Fig. 1: congestion heat map
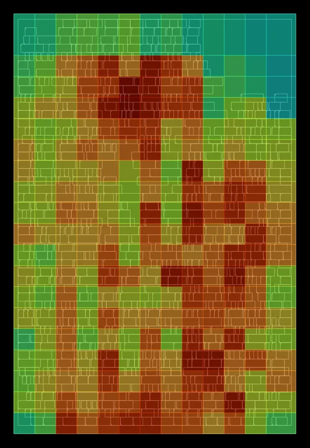
Fig. 2: placement density heat map
9 x 14 tiles, from dark blue (low) to red (high), 0 to 100% covered.
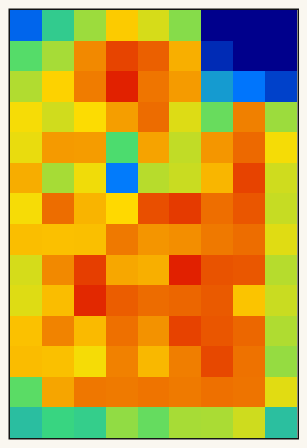
Fig. 3: gate families picked out
Bar = 20 µm.
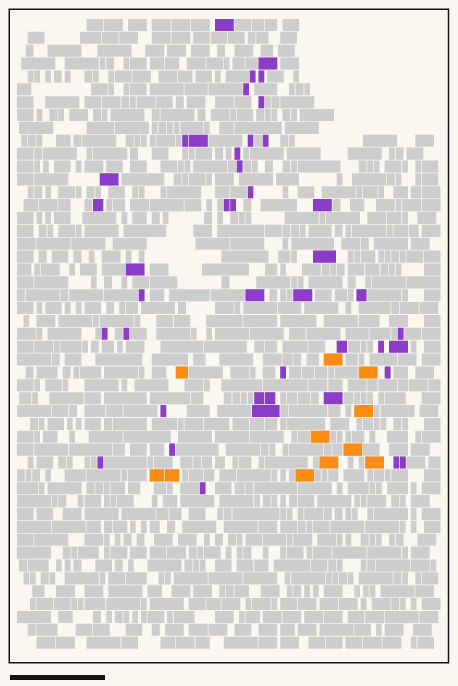
Fig. 4: signal wires by layer
Bar = 20 µm.
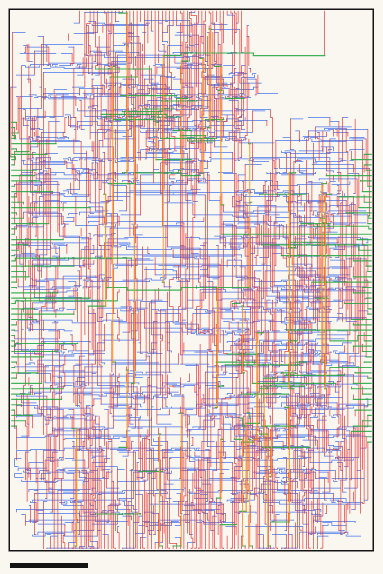
<file path="src/rtl/load_store_unit.sv">
// ============================================================================
// Module   : load_store_unit
// Brief    : MEM-stage load/store unit. Drives a req/gnt/rvalid data-memory
//            port, lane-replicates store data, aligns and extends load data,
//            and retires one result per instruction with a one-cycle
//            out_valid pulse.
// Options  : LSU_MISALIGN_TRAP_EN - when defined, misaligned H/W accesses are
//            not sent to memory and retire with misalign=1.
// Revision : 1.0 - initial release
// ============================================================================
`default_nettype none

module load_store_unit #(
  parameter int WORD_SIZE = 32,
  parameter int NUM_REGS  = 32,
  parameter int REG_SEL   = $clog2(NUM_REGS),
  parameter int ADDR_SIZE = 10
) (
  input  logic                   clk,
  input  logic                   rst,
  input  logic                   flush,
  input  logic                   ex_valid,
  input  logic                   mem_read,
  input  logic                   mem_write,
  input  logic [2:0]             funct3,
  input  logic [WORD_SIZE-1:0]   addr,
  input  logic [WORD_SIZE-1:0]   store_data,
  input  logic [REG_SEL-1:0]     rd,
  input  logic                   reg_write,
  output logic                   dmem_req,
  output logic                   dmem_we,
  output logic [ADDR_SIZE-1:0]   dmem_addr,
  output logic [WORD_SIZE-1:0]   dmem_wdata,
  output logic [WORD_SIZE/8-1:0] dmem_be,
  input  logic                   dmem_gnt,
  input  logic                   dmem_rvalid,
  input  logic [WORD_SIZE-1:0]   dmem_rdata,
  output logic [WORD_SIZE-1:0]   read_data,
  output logic [WORD_SIZE-1:0]   result,
  output logic [REG_SEL-1:0]     rd_out,
  output logic                   mem_read_out,
  output logic                   reg_write_out,
  output logic                   out_valid,
  output logic                   misalign,
  output logic                   stall_req
);

  localparam int BE_W = WORD_SIZE / 8;

  typedef enum logic [1:0] {
    IDLE = 2'd0,
    REQ  = 2'd1,
    WAIT = 2'd2,
    DONE = 2'd3
  } state_t;

  state_t               state_q, state_d;
  logic                 mem_read_q, mem_read_d;
  logic                 mem_write_q, mem_write_d;
  logic [2:0]           funct3_q, funct3_d;
  logic [WORD_SIZE-1:0] addr_q, addr_d;
  logic [WORD_SIZE-1:0] store_data_q, store_data_d;
  logic [REG_SEL-1:0]   rd_q, rd_d;
  logic                 reg_write_q, reg_write_d;
  logic [WORD_SIZE-1:0] rdata_q, rdata_d;
  logic                 misalign_q, misalign_d;
  logic                 drain_q, drain_d;   // flushed in WAIT, swallow the rvalid

  logic                 is_mem;
  logic                 trap;
  logic [BE_W-1:0]      be_raw;
  logic [WORD_SIZE-1:0] wdata_raw;
  logic [7:0]           ld_byte;
  logic [15:0]          ld_half;

  // Misalignment detection on the incoming instruction (only used when trapping)
  always_comb begin
    trap = 1'b0;
`ifdef LSU_MISALIGN_TRAP_EN
    case (funct3[1:0])
      2'b01:   trap = addr[0];
      2'b10:   trap = (addr[1:0] != 2'b00);
      default: trap = 1'b0;
    endcase
`endif
  end

  // Next-state and control: accept in IDLE/DONE, handshake in REQ/WAIT
  always_comb begin
    state_d      = state_q;
    mem_read_d   = mem_read_q;
    mem_write_d  = mem_write_q;
    funct3_d     = funct3_q;
    addr_d       = addr_q;
    store_data_d = store_data_q;
    rd_d         = rd_q;
    reg_write_d  = reg_write_q;
    rdata_d      = rdata_q;
    misalign_d   = misalign_q;
    drain_d      = drain_q;
    dmem_req     = 1'b0;
    stall_req    = 1'b0;
    out_valid    = 1'b0;
    is_mem       = mem_read | mem_write;

    case (state_q)
      IDLE, DONE: begin
        out_valid  = (state_q == DONE);
        state_d    = IDLE;
        misalign_d = 1'b0;
        drain_d    = 1'b0;
        if (ex_valid && !flush) begin
          mem_read_d   = mem_read;
          mem_write_d  = mem_write;
          funct3_d     = funct3;
          addr_d       = addr;
          store_data_d = store_data;
          rd_d         = rd;
          reg_write_d  = reg_write;
          if (is_mem) begin
            stall_req = 1'b1;
            if (trap) begin
              state_d    = DONE;
              misalign_d = 1'b1;
            end else begin
              state_d = REQ;
            end
          end else begin
            state_d = DONE;
          end
        end
      end
      REQ: begin
        stall_req = 1'b1;
        dmem_req  = !flush;
        if (flush) begin
          state_d = IDLE;
        end else if (dmem_gnt) begin
          state_d = mem_write_q ? DONE : WAIT;
        end
      end
      WAIT: begin
        stall_req = 1'b1;
        if (dmem_rvalid) begin
          rdata_d = dmem_rdata;
          drain_d = 1'b0;
          state_d = (drain_q || flush) ? IDLE : DONE;
        end else if (flush) begin
          drain_d = 1'b1;
        end
      end
      default: state_d = IDLE;
    endcase
  end

  // State and latched-instruction registers with synchronous reset
  always_ff @(posedge clk) begin
    if (rst) begin
      state_q      <= IDLE;
      mem_read_q   <= 1'b0;
      mem_write_q  <= 1'b0;
      funct3_q     <= 3'b000;
      addr_q       <= '0;
      store_data_q <= '0;
      rd_q         <= '0;
      reg_write_q  <= 1'b0;
      rdata_q      <= '0;
      misalign_q   <= 1'b0;
      drain_q      <= 1'b0;
    end else begin
      state_q      <= state_d;
      mem_read_q   <= mem_read_d;
      mem_write_q  <= mem_write_d;
      funct3_q     <= funct3_d;
      addr_q       <= addr_d;
      store_data_q <= store_data_d;
      rd_q         <= rd_d;
      reg_write_q  <= reg_write_d;
      rdata_q      <= rdata_d;
      misalign_q   <= misalign_d;
      drain_q      <= drain_d;
    end
  end

  // Store byte enables and lane-replicated write data from the latched op
  always_comb begin
    case (funct3_q[1:0])
      2'b00: begin
        be_raw    = BE_W'(1) << addr_q[1:0];
        wdata_raw = {BE_W{store_data_q[7:0]}};
      end
      2'b01: begin
        be_raw    = BE_W'(3) << {addr_q[1], 1'b0};
        wdata_raw = {(BE_W/2){store_data_q[15:0]}};
      end
      default: begin
        be_raw    = {BE_W{1'b1}};
        wdata_raw = store_data_q;
      end
    endcase
  end

  // Load alignment and sign/zero extension of the captured word
  always_comb begin
    ld_byte = 8'(rdata_q >> {addr_q[1:0], 3'b000});
    ld_half = addr_q[1] ? rdata_q[31:16] : rdata_q[15:0];
    case (funct3_q)
      3'b000:  read_data = {{(WORD_SIZE-8){ld_byte[7]}}, ld_byte};
      3'b001:  read_data = {{(WORD_SIZE-16){ld_half[15]}}, ld_half};
      3'b100:  read_data = {{(WORD_SIZE-8){1'b0}}, ld_byte};
      3'b101:  read_data = {{(WORD_SIZE-16){1'b0}}, ld_half};
      default: read_data = rdata_q;
    endcase
  end

  // Memory port is quiet (all zero) whenever no request is outstanding
  assign dmem_we       = dmem_req & mem_write_q;
  assign dmem_addr     = dmem_req ? addr_q[ADDR_SIZE+1:2] : '0;
  assign dmem_be       = dmem_req ? be_raw : '0;
  assign dmem_wdata    = dmem_req ? wdata_raw : '0;

  assign result        = addr_q;
  assign rd_out        = rd_q;
  assign mem_read_out  = mem_read_q;
  assign reg_write_out = reg_write_q & out_valid & ~misalign_q;

`ifdef LSU_MISALIGN_TRAP_EN
  assign misalign = out_valid & misalign_q;
`else
  assign misalign = 1'b0;
`endif

endmodule

`default_nettype wire

</file>
<file path="config.mk">
export PLATFORM = sky130hd
export DESIGN_NAME = load_store_unit
export DESIGN_NICKNAME = d
export VERILOG_FILES = /design/src/rtl/load_store_unit.sv
export SDC_FILE = /design/constraint.sdc
export NUM_CORES = 1
export LEC_CHECK = 0
export CAP_MARGIN = 30
export CORE_ASPECT_RATIO = 1.5
export CORE_UTILIZATION = 42
export DETAILED_ROUTE_END_ITERATION = 7
export PLACE_DENSITY = 0.81
export SETUP_SLACK_MARGIN = 0.3
export SYNTH_ARGS = -nofsm -noshare
export SYNTH_HDL_FRONTEND = slang
export SYNTH_SLANG_ARGS = --single-unit
</file>
<file path="constraint.sdc">
create_clock -name clk -period 2.1 [get_ports clk]
set_input_delay 0.42 -clock clk [delete_from_list [all_inputs] [get_ports clk]]
set_output_delay 0.42 -clock clk [all_outputs]
set_load 0.03 [all_outputs]
</file>
==> GITHUB_STEP_SUMMARY <==
### Flow metrics

| Metric | Value |
|---|---|
| DR top layer | `met4` |
| Internal Pwr Total | `3.65 mW` |
| Crit path kind | `flop to primary output` |
| Cell with the most instances after synthesis | `nand2_1` |
| Peak supply drop | `0.000513 V` |
| Maximum fanout along the worst path | `8` |
| Die Span Y | `138 µm` |
| EDFF count, synth | `0` |
| Final period util | `110%` |
| WL met1 | `7.44 mm` |
| Metal3 WL | `1.19 mm` |
| Crit-path leading delay family | `multiplexers` |
| RSZ-0062 raised after global routing | `true` |
| Layout cells sized above 1 | `29.0%` |
| Met2 Use GR | `54.9%` |
| Die width | `92.5 µm` |
| Clock buf count | `12` |
| Hold WS | `452 ps` |
| WP data required | `1680 ps` |
| Congestion Overflow GR | `0` |
| CTS H-Tree Depth | `3` |
| Routed Antenna Nets | `0` |
| CP endpoint kind | `primary output` |
| Root Buffer Master | `clkbuf_16` |
| Worst stage delay on the critical path | `400 ps` |
| Power in the clock group | `1.67 mW` |
| Top logic family | `simple AND/OR/NAND/NOR gates` |
| Via count | `6,144` |
| Switching share of power | `29.0%` |
| Mapped Area | `5160 µm²` |
| Multi-input combinational area share | `35.5%` |
| Cell area leaders | `dfxtp_1 43%, nand2_1 22%, a21oi_1 12%, mux2i_1 3.7%, nor2_1 2.7%` |
| Post-Place Cells | `1,097` |
| Yosys cell count | `741` |
| CP cell instances | `mux2i_4 -> mux2_4 -> nor3_4 -> buf_6 -> a221o_2 -> buf_6` |
| Pleak | `3.84 nW` |
| Reg clk slew, reported paths | `70 ps` |
| Registers | `110` |
| DP HPWL | `12.6 mm` |
| Chip area | `12,800 µm²` |
| Max-Cap Viols | `0` |
| Final #Nets | `1,100` |
| Clk sink count | `110` |
| Setup Skew | `9.87 ps` |
| Non-clk invs | `8` |
| Hold worst-path end | `result[13]` |
| Routability cong. | `0.909` |
| Fraction of registers with async set/reset | `0%` |
| Met3 Use GR | `4.69%` |
| Sequential cell area | `2220 µm²` |
| Multi-input gates | `562` |
| Simple-Gate Area Share | `29.7%` |
| Synth Instances | `741` |
| Most Frequent Cell on Critical Path | `buf_6` |
| First-pass GRT wire length | `29.9 mm` |
| Crit path capture | `read_data[12]` |
| Stages on worst setup path | `6` |
| Mux share | `3.97%` |
| Minimum clock period | `2300 ps` |
| Mean Syn Cell Area | `6.97 µm²` |
| R2R Setup Slk | `380 ps` |
| Most common reg cell | `dfxtp_1` |
| Fin. Hold Viols | `0` |
| Adder Area Share | `0.727%` |
| Buf/Inv on CP | `2` |
| Ant. Diodes | `0` |
| DR WL met2 | `10.8 mm` |
| Hold wc startpoint | `result[13]` |
| PD cells | `553 nW/µm²` |
| Drt first-iter violations | `384` |
| Log Warnings | `31` |
| Worst-skew pair later-pin latency | `350 ps` |
| Longest Clk Path Bufs | `2` |
| Max Clk Rate | `435 MHz` |
| Fillers | `806` |
| Synth warnings | `0` |
| Area Overhead vs Synth | `80.0%` |
| Clock-cell share | `3.10%` |
| Comb pwr | `1.21 mW` |
| Hold path cells | `2` |
| Measured slew at the worst slew-check pin | `509 ps` |
| Sequential power | `2.26 mW` |
| Aoi share | `17.1%` |
| CTS tree | `yes` |
| Register-to-Register Path Depth | `8` |
| Setup slack after layout | `-201 ps` |
| Dominant kind of cell | `multi-input combinational cells` |
| DRT Wirelength | `20.4 mm` |
| Combinational gate area | `3300 µm²` |
| Total CTS buffers | `9` |
| Largest net degree at the start of global routing | `44` |
| Number of vias per cell | `5.38` |
| Tap Count | `153` |
| Yosys top cell by area | `dfxtp_1` |
| Outcome | `complete, but fails checks` |
| Synthesized chip area reported by yosys | `5160 µm²` |
| GRT Total Usage | `30.3%` |
| Row count | `49` |
| Comb pwr share | `23.6%` |
| DRC violations left | `0` |
| Crit-path slowest cell | `dfxtp_4` |
| Synthesized Nets | `857` |
| Crit. Startpoint | `result[1]` |
| Register area share after synthesis | `42.6%` |
| Main power group | `sequential cells` |
| Max-area cell share | `42.6%` |
| Worst rel slew slack | `66.1%` |
| Top cells by count | `303 x nand2_1, 124 x a21oi_1, 110 x dfxtp_1, 37 x nor2_1, 29 x clkbuf_1` |
| Netlist cell types | `30` |
| Final max-slew violation count | `0` |
| Number of global-route vias before repair | `5,910` |
| Hold Path Class | `flop to flop` |
| Drt first pass iters | `5` |
| Crit path DAT | `1880 ps` |
| Port bufs | `233` |
| I/O pins | `235` |
| Fraction of area in registers | `23.9%` |
| Final non-clock buffer share | `35.0%` |
| Fin cells | `1,142` |
| Final setup TNS | `-3110 ps` |
| Initial antenna violation count | `0` |
| Total power | `5.14 mW` |
| Violated checks | `negative setup slack` |
| Worst setup SP type | `flop` |
| Setup-failing EPs final | `35` |
| Signal buffers | `293` |
| Xor/xnor share of the synthesized area | `0%` |
| Worst R2R End | `store_data_q[2]` |
## Picture notes: Fig. 1
routed wire length per instance: 17.9 µm
busiest grt layer: met2
met1 Use GR: 33.0%

## Picture notes: Fig. 2
nearly empty tiles = 4.0%
tiles over 75% full = 57%
fullest tile = 96%
mean over tiles = 71%
Layout Utilization: 77.7%
Core Footprint: 12,000 µm²
Initial Util: 43.2%

## Picture notes: Fig. 3
NOR gates -> purple  # cells 42, most used nor2_1
AND-OR and OR-AND gates -> orange  # cells 11, most used a221o_2

## Picture notes: Fig. 4
metal 3 -> green  # wire length 1,190 µm
metal 1 -> blue  # wire length 7,440 µm
metal 2 -> red  # wire length 10,800 µm
metal 4 -> orange  # wire length 986 µm

## timing repair
action / 4_1_cts / 5_1_grt
pin swaps: 22 / 19
hold buffers: 0 / 0
resized: 201 / 100
setup buffers: 15 / 4
cloned: 9 / 1
setup endpoints to repair: 102 / 110
## cell usage in the layout, fill, tap and decap left out, types with 18 or more instances in the layout
cell,instances
clkdlybuf4s50_1,116
a21oi_1,114
nor2_1,25
dlygate4sd2_1,18
and3_4,20
buf_6,81
nand2_4,23
nand2_1,275
buf_4,35
dfxtp_1,102
## per-stage QoR
step	area [µm²]	setup WS, ps	util, %
after floorplan	5250	216	-
after detailed placement	7640	-7.01	63.9
after CTS	8890	-171	74.4
final	9300	-201	77.7
after global placement	7640	-5.43	63.9
after global routing	9300	-250	77.7
Power is estimated from default activity; no workload was simulated.
